Design shift_sequencer, sky130hd; sources not shown.
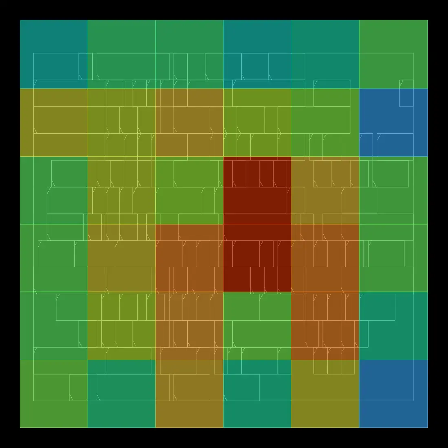
congestion_map.png
GR Util met3: 0.05652
WL/cell: 11.42 µm
routing usage on met2: 0.3594
fin util: 0.7390
layer with the highest usage: met2

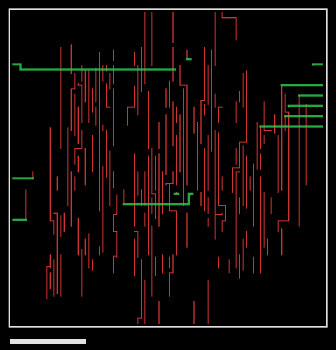
layers.png
The bar under the picture is 10 µm long. Two of the layers only.
Key: green = M3 [wire length 63.2 µm]; red = M2 [wire length 830 µm]
wirelength, routed: 1724 µm
gr usage total: 0.2096

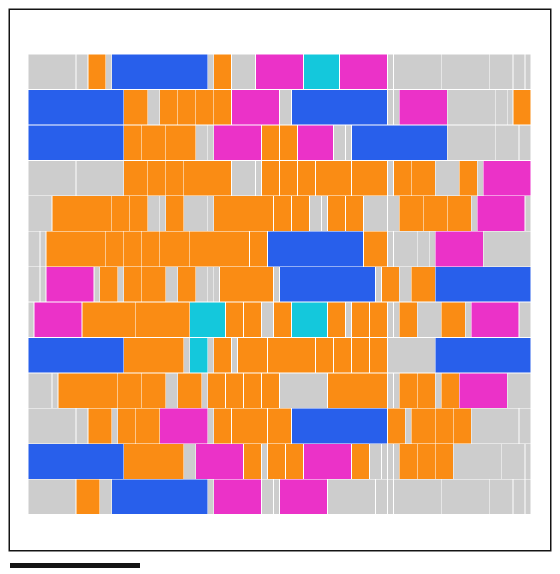
class_map.png
The bar under the picture is 10 µm long. Fill, decap, tap and diode cells in gray.
Key: cyan = clock drivers and dummy loads [cells 4]; magenta = remaining buffers and delay cells [cells 18]; blue = registers [cells 13]; orange = remaining logic cells [cells 101]
site row count: 13
Core Region: 1366 µm²
flop share of the area: 0.2577
Final Instance Area: 1010 µm²

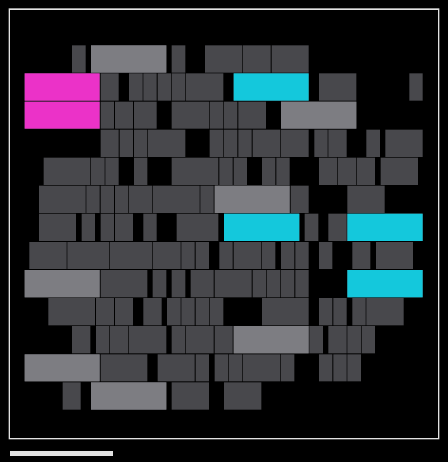
ff_map.png
The bar under the picture is 10 µm long. Other sequential cells in the stronger gray, the rest of the logic in the fainter gray.
Key: cyan = r_len_q [sequential cells 4, where middle right]; magenta = r_state [sequential cells 2]
Another 7 sequential cells are not colored.
Seq. pwr: 138 µW
Storage cell area: 260.3 µm²

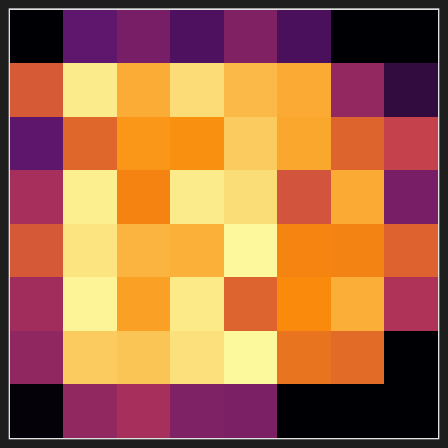
util_map.png
The die is cut into 8 by 8 equal tiles; black is low, pale yellow is high, 0 to 100% covered.
The fullest tile reaches 99%. 13% of the tiles are nearly empty. 39% of the tiles are over 75% full. The mean over all tiles is 58%. The densest ninth of the die: center.
fp util: 0.5815

==> flow_summary.yaml <==
# implementation run metrics
layout:
  fin_cells: 151
  area_growth_pct: 27.09
  drive_above_1_share: 0.1029
  fill_cells: 96
  fin_nets: 154
  antenna_cells: 0
critical_path:
  crit_path_max_fanout: 7
  critPathArrivalTime_ns: 2.77
  worst-setup-path-type: "in -> out"
  reg2reg_depth: 14
  critPathCaptureType: "primary output"
  worst-endpoint-required_ns: 2.87
  reg2reg_slack_ns: 2.36
  startpoint_type: "primary input"
power_and_ir_drop:
  pwr-share-clk: 0.291
  p_sw_frac: 0.3057
  p_switching_uw: 88.01
  sequentialPowerShare: 0.480
  leakage_nw: 0.4783
  p_int_uw: 199.9
  fin_total_pwr_uw: 287.9
  combPwrFrac: 0.229
  vdd_ir_drop_max_mv: 0.2536
  p_per_area_nw_per_um2: 285.1
sta:
  fmax_ghz: 0.2501
  hold_slack_ns: 0.5104
  rsz0062_at_grt: "false"
  hold_viol: 0
  setup_viol: 0
  setup_tns_ns: 0
  min_period_ns: 3.998
  finClkSkew_ns: 0.003582
  final_max_slew_viol_count: 0
  fin_crit_sh: 0.9751
logic_synthesis:
  mappedNetlistArea_um2: 794.5
  synthCells: 115
  synthDistinctLibCells: 21
  yosys_warnings: 0
  yosys_cells: 115
  syn_avg_cell_area_um2: 6.909
  synth-seq-cells: 13
  fp_nets: 132
  ys_area_um2: 794.5
  yosys.stat.seqShare: 0.3276
cts:
  clk_pin_slew_ns: 0.09
  numCtsBuffers: 3
  cts_tree: "yes"
  postCtsResizedCells: 0
  root_buffer: "clkbuf_4"
  htreeDepth: 1
  hold_buffers: 0
  clock_latency_ns: 0.28
  cts_post_setup_buffers_inserted: 0
  clockBufferDepth: 2
  cts.sinks: 13
place:
  placedCellCount: 147
  portBuffers: 17
  dp_hpwl_um: 1352
route:
  vias: 738
  dr_wl_met2_um: 830
  ant_nets: 0
  drt-met1-wl_um: 796
  drt-vias-per-instance: 4.887
  drc_errors: 0
  dr_wl_met3_um: 63
  highest_layer: "met4"
  drtPass1Iterations: 4
  drt_iter0_markers: 25
floorplanning:
  chip_area_um2: 1720
  io_pins: 20
  dieHeight_um: 41.47
  dieWidth_um: 41.47
job:
  warning_count: 31
  maxCapViolCount: 0
grt:
  antenna_found_initial: 0
  overflow: 0
  grt_pass1_vias: 660
  grt_pass1_wl_um: 2766
  grt_max_degree: 8
min_path:
  hold_depth: 2
  min_path_type: "reg -> reg"
run_status:
  status: "finished clean"
## cell usage in the layout, fill, tap and decap left out
cell type	count
clkbuf_4	3
ha_1	7
conb_1	1
inv_1	19
nand3_2	2
nand2_4	1
inv_2	2
clkbuf_1	1
dfxtp_1	13
nand4_1	1
a21boi_0	1
nor2_1	12
nor2_4	2
o21ai_0	6
nor4_2	1
a21oi_1	7
a22oi_1	1
nand3_1	6
nand2_1	28
buf_4	1
clkdlybuf4s50_1	17
clkinv_1	1
a211oi_1	1
nand2_2	2
## critical path, stage by stage
cell and delay [ns]:
clkdlybuf4s50_1 0.47, nor2_4 0.19, nand2_4 0.10, nor2_4 0.11, nand3_2 0.08, inv_1 0.06, clkdlybuf4s50_1 0.52
## per-stage QoR
stage | setup WS, ns | area [µm²]
2_1_floorplan | 1.128 | 794.5
3_3_place_gp | 0.1175 | 983.4
3_5_place_dp | 0.09387 | 983.4
4_1_cts | 0.09596 | 1010
5_1_grt | 0.02262 | 1010
6_report | 0.1023 | 1010
## power groups by stage
stage / Sequential, mW / Combinational (mW) / Clock [mW]
5_1_grt: 0.139 / 0.0742 / 0.0901
3_3_place_gp: 0.140 / 0.0630 / 0
4_1_cts: 0.138 / 0.0652 / 0.0852
3_5_place_dp: 0.141 / 0.0648 / 0
6_report: 0.138 / 0.0659 / 0.0837
2_1_floorplan: 0.141 / 0.0426 / 0
## cells in the mapped netlist
cell type	n	area (µm²)
inv_1	19	71.32
nor2_4	2	22.52
a21oi_1	7	35.03
nand2_2	2	12.51
nand4_1	1	6.260
dfxtp_1	13	260.3
ha_1	7	87.58
a211oi_1	1	7.510
inv_2	2	7.510
o21ai_0	6	30.03
nand2_1	28	105.1
a21boi_0	1	7.510
nor2_1	12	45.04
conb_1	1	3.750
nor4_2	1	12.51
clkinv_1	1	3.750
nand2_4	1	11.26
buf_4	1	7.510
nand3_2	2	20.02
a22oi_1	1	7.510
nand3_1	6	30.03
## layer usage
| layer | global-route usage | vias up |
|---|---|---|
| li1 | - | 398 |
| met4 | 0.09677 | 0 |
| met3 | 0.05652 | 4 |
| met2 | 0.3594 | 12 |
| met1 | 0.2392 | 324 |
| met5 | 0 | - |
## cell families (layout without fill, tap and decap cells)
family,Yosys count,after routing,synth area share
buffers and inverters,23,44,0.1134
DFF,13,13,0.3276
other,1,1,0.004720
AOI/OAI and AO/OA,16,16,0.1102
adders and majority gates,7,7,0.1102
and+or+nand+nor,55,55,0.3339
## cell type report
| cell class | count | area, µm² | share of cell area |
|---|---|---|---|
| clock buffer | 4 | 26.28 | 0.02602 |
| inverter | 22 | 82.58 | 0.08178 |
| multi-input combinational | 79 | 444.2 | 0.4399 |
| timing repair buffer | 18 | 177.7 | 0.1760 |
| tap | 15 | 18.77 | 0.01859 |
| sequential | 13 | 260.3 | 0.2577 |
Power is estimated from default activity; no workload was simulated.
